**Run 1: layout detail**

Scale bar: 10 µm. Region (50, 50) to (80, 80) µm. Cells in gray, sequential cells in the stronger gray; small squares are vias.
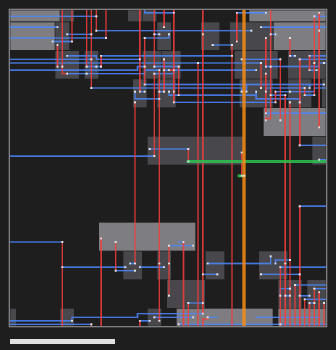
**Run 1: the metal 4 layer**

Supply wires on this layer in gray.
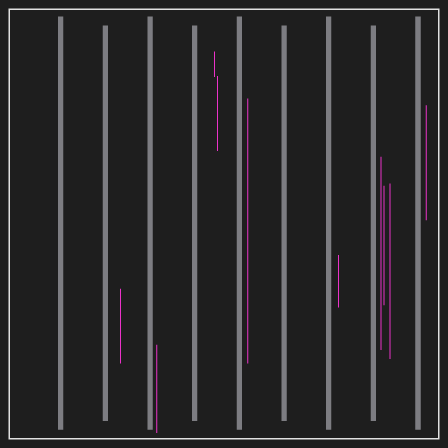
**Run 1: clock wiring as the flow saved it**

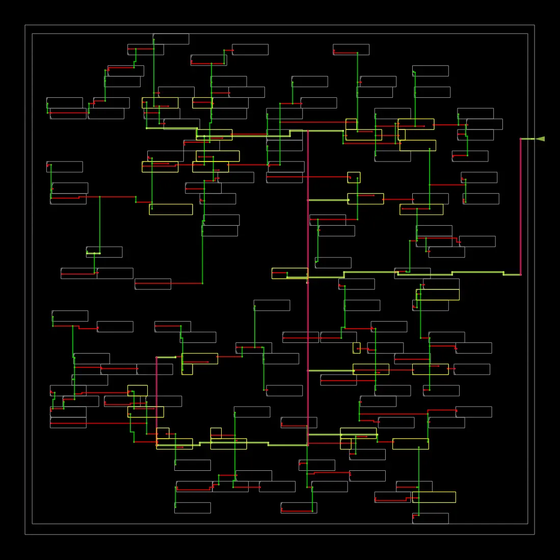
Design lsu_ctrl, sky130hd; sources not shown.
==> Changelog: implementation, run 1 <==
## Implementation

- Die Wd: roughly 130 µm
- Fin nets: 828
- Setup crit end kind: flip-flop
- Ys flop type: dfrtp_1
- CP dominant cell by count: buf_2
- Max Slew Vio Count: 0
- Die area: 16900 µm²
- Post-route ant nets: 0
- Setup Viol. Count Final: 0
- Combinational share of power: around a third
- Setup Total Neg Slack: 0 ns
- HPWL Detailed: 12600 µm
- Worst EP required: 6.26 ns
- Min cycle time layout: between 2 and 2.5 ns
- Max cap viols: 0
- Yosys top cell by instances: dfrtp_1
- Mapped Cells: 498
- Final hold viol count: 0
- DR WL/cell: 17.3 µm
- Leak: approximately 3.6 nW
- Net switching power: 0.00107 W
- Post-route clock period utilization: 40.3%
- Post_cts resized: 0
- Reg2Reg Depth: 5
- Yosys warning total: 0
- RSZ-0062 raised after global routing: no
- FP Core Util: 33.7%
- Max Clock Freq: roughly 410 MHz
- Diode count: 0
- Crit-path max FO: 10
- Post-route DRC: 0
- Worst slew pin tran: ~0.73 ns
- Setup bufs post-CTS: 0
- Initial antenna violation count: 0
- Slowest Stage Delay on Critical Path: 0.48 ns
- Worst setup path category: in2reg
- Clock root buffer: clkbuf_16
- Sequential share of power: 32.1%
- Flop2flop setup slack: 3.76 ns
- Area leader share: 53.1%
- Synth Register Bits: 113
- FP Rows: 46
- Ys cells: approximately 500
- Clk network pwr share: 33.1%
- TritonCTS clock tree: built
- Status: finished clean
- Hold-fix buffers, CTS: 0
- Post-Route Skew: 0.00512 ns
-- 'layout detail' (at the start) --
M2: shown in red. M1: shown in blue. M4: shown in orange. M3: shown in green.
28 logic cells have their middle in the window. Sequential cells in the window: 4. Most frequent: dfrtp_1 (4).

-- 'the metal 4 layer' (at the start) --
8 nets have wire on it. The wires run mostly vertical. The layer carries 357 µm of wire. The longest straight run is 80.2 µm.
drt total wl: 16500 µm
vias: 4699

-- 'clock wiring as the flow saved it' (at the start) --
Num CTS Buffers: 17
Clock buffer cells: 19
Clk Latency, worst-skew pair: 0.41 ns
num sequential: 113

-- run 1: critical path: cells and delay by family --
| kind | cells | cell delay, ns |
|---|---|---|
| compound gates | 2 | 0.27 |
| simple gates | 2 | 0.45 |
| buf+inv | 5 | 1.35 |
-- run 1: layer usage --
| metal | share of wire (%) | wire, µm | vias up | track usage (%) |
|---|---|---|---|---|
| li1 | - | - | 2201 | - |
| met1 | 42 | 6950 | 2280 | 25.5 |
| met2 | 48 | 7980 | 194 | 32.5 |
| met3 | 7.2 | 1200 | 24 | 5.95 |
| met4 | 2.2 | 357 | 0 | 6.86 |
| met5 | 0 | 0 | - | - |
-- run 1: metrics by stage --
stage	hold slack [ns]	area [µm²]	total power [W]	setup WS [ns]	instances
after global routing	0.292	8320	0.00355	3.30	951
final	0.250	8320	0.00338	3.58	951
after CTS	0.262	8320	0.00342	3.57	951
after global placement	0.463	7630	0.00224	0.00401	918
after floorplan	0.304	5330	0.00167	3.93	499
after detailed placement	0.470	7660	0.00228	3.16	919
-- run 1: power groups by stage --
| stage | Combinational (W) | Clock (W) | Sequential, W |
|---|---|---|---|
| 6_report | 0.00118 | 0.00112 | 0.00108 |
| 5_1_grt | 0.00126 | 0.00118 | 0.00111 |
| 4_1_cts | 0.00119 | 0.00115 | 0.00108 |
| 3_5_place_dp | 0.00118 | 0 | 0.00109 |
| 3_3_place_gp | 0.00116 | 0 | 0.00108 |
| 2_1_floorplan | 0.000372 | 0 | 0.00130 |
-- run 1: logic make-up (layout without fill, tap and decap cells) --
| group | count (synthesis) | count (layout) | share of synthesized area, % |
|---|---|---|---|
| AND-OR/OR-AND | 112 | 112 | 13.0 |
| XOR/XNOR | 2 | 2 | 0.329 |
| adder cells (fa/ha/maj) | 2 | 2 | 0.470 |
| buffers and inverters | 44 | 280 | 3.92 |
| flip-flops | 113 | 113 | 53.1 |
| multiplexers | 88 | 88 | 18.3 |
| other | 1 | 2 | 0.0704 |
| AND/OR/NAND/NOR | 136 | 136 | 10.9 |
-- run 1: final cells by class --
type | instances | area, µm²
Timing Repair Buffer | 204 | 2060
Buffer | 39 | 190
Tap cell | 216 | 270
Inverter | 5 | 18.8
Multi-Input combinational cell | 342 | 2290
Sequential cell | 113 | 2830
Fill cell | 1390 | 7510
Clock inverter | 13 | 208
Clock buffer | 19 | 453
-- run 1: placed cells by master (no fill, tap or decap), drive strengths merged, types with 2 or more instances in the layout --
cell             n
nor2b            5
o2bb2ai          6
inv              6
buf             20
clkdlybuf4s50  202
a221o           16
dfrtp          113
xnor2            2
mux2            63
nand3            4
o21ai           63
and3             2
conb             2
a31oi            2
clkinv           3
and2             2
clkbuf          40
nor2            18
bufinv           5
ha               2
a21oi           18
mux2i           24
clkinvlp         4
or2              2
nand2           95
==> run 2: changes to the inputs <==
==> constraint.sdc (replaced) <==
create_clock -name clk -period 2.4 [get_ports clk]
set_input_delay 0.24 -clock clk [delete_from_list [all_inputs] [get_ports clk]]
set_output_delay 0.24 -clock clk [all_outputs]
set_load 0.02 [all_outputs]
**Run 2: metal layers overlaid**

Only two layers are drawn.
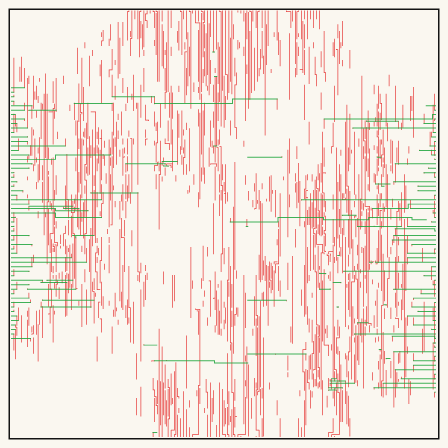
M3: shown in green, wire length 1200 µm. M2: shown in red, wire length 8000 µm.
Total GRT Usage: 20.6%
vias: 4697
DR WL/cell: 17.3 µm

**Run 2: signal wires on met1**

Supply wires on this layer in gray.
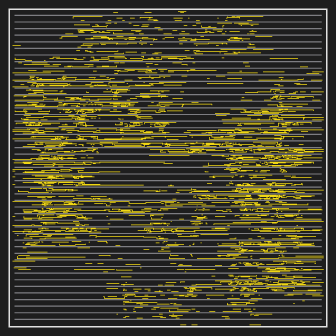
The layer carries 6910 µm of wire. The longest straight run is 29.9 µm. The wires run mostly horizontal. The layer holds 42% of the routed length.
drt total wl: 16400 µm
routing usage on met1: 25.5%

**Run 2: the metal 4 layer**

Supply wires on this layer in gray.
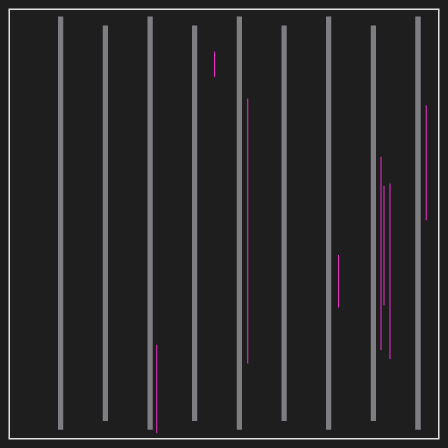
The longest straight run is 80.2 µm. The layer carries 312 µm of wire. The layer holds 1.9% of the routed length. 8 nets have wire on it. The wires run mostly vertical.

==> Changelog: implementation, run 2 <==
## Implementation

- Net switching power: 0.00268 W (+150%)
- Post-Synth Adder-Cell Area: 0.470% (unchanged)
- Leak: 3.57 nW (about the same)
- Combinational share of power: 34.8% (about the same)
- Post-route clock period utilization: between 90% and 100%
- Synth Register Bits: 113 (unchanged)
- Max Clock Freq: 445 MHz
- Diode count: 0 (unchanged)
- Die area: 16900 µm² (unchanged)
- Clk Latency, worst-skew pair: 0.41 ns (about the same)
- Flop2flop setup slack: 0.15 ns (-3.61 ns)
- Post-route ant nets: 0 (unchanged)
- Top non-seq family: multiplexers
- FP Core Util: 33.7% (unchanged)
- Max cap viols: 0 (unchanged)
- Post-Route Skew: 0.00557 ns (+0.000450 ns)
- Ys flop type: dfrtp_1
- Post-route DRC: 0 (unchanged)
- Clk network pwr share: 33.1% (about the same)
- Sequential share of power: 32.1% (about the same)
- Register Area: 2830 µm² (unchanged)
- DP Area: 7660 µm² (unchanged)
- Crit-path max FO: 10 (unchanged)
- Worst slew pin tran: 0.735 ns (+0.00183 ns)
- Status: finished clean
- Area leader share: 53.1% (unchanged)
- Mapped Cells: 498 (unchanged)
- Top cells excl fill/tap: 202 x clkdlybuf4s50_1, 113 x dfrtp_1, 95 x nand2_1, 63 x mux2_2, 63 x o21ai_0
- Max Slew Vio Count: 0 (unchanged)
- TritonCTS clock tree: built
- Worst setup path category: reg2reg
- Post-route cell area: 8320 µm² (about the same)
run 2: netlist changes by cell type in the layout (fill, tap and decap cells not counted), sizes merged:
cell         delta
clkbuf          -1
dlygate4sd3     +1
run 2: what timing repair did:
item                       CTS  global route
hold endpoints to repair    54             0
hold buffers                 1             0
setup endpoints to repair    0             3
setup buffers                0             0
run 2: area by class of cell:
cell class,count,share of cell area (%)
multi-input cells,342,27.6
flip-flops and latches,113,34.0
plain buffers,38,2.24
repair buffers,205,24.8
clock inverters,13,2.50
clock buffers,19,5.44
inverters,5,0.225
well taps,216,3.25
run 2: metal layers:
layer  wire length [µm]  global-route usage, %  vias up
met3               1200                   5.95       20
met1               6910                   25.5     2272
met4                312                   6.86        0
li1                   -                      -     2199
met2               8000                   32.5      206
met5                  0                      -        -
run 2: logic make-up (layout without fill, tap and decap cells):
kind of cell               Yosys count  count (layout)
AOI/OAI and AO/OA                  112             112
adders and majority gates            2               2
xor gates and xnor gates             2               2
and+or+nand+nor                    136             136
DFF                                113             113
muxes                               88              88
buffers and inverters               44             280
other                                1               2
run 2: critical path: cells and delay by family, from the launching register on:
kind,cells,cell delay [ns]
buffers and inverters,2,0.75
AND-OR/OR-AND,2,0.62
multiplexers,1,0.41
flip-flops,1,0.39
run 2: power groups by stage:
stage / logic (W) / registers [W] / clock network, W
detailed placement: 0.00296 / 0.00273 / 0
global route: 0.00315 / 0.00277 / 0.00296
global placement: 0.00290 / 0.00271 / 0
CTS: 0.00297 / 0.00271 / 0.00286
finish: 0.00294 / 0.00271 / 0.00279
floorplan: 0.000930 / 0.00326 / 0
run 2: through the flow:
step | power [W] | utilization [%] | TNS (ns)
floorplan | 0.00419 | - | 0
global placement | 0.00561 | 48.2 | -364.76
detailed placement | 0.00569 | 48.4 | -0.555
CTS | 0.00854 | 52.6 | 0
global route | 0.00888 | 52.6 | 0
finish | 0.00844 | 52.6 | 0
Power is estimated from default activity; no workload was simulated.
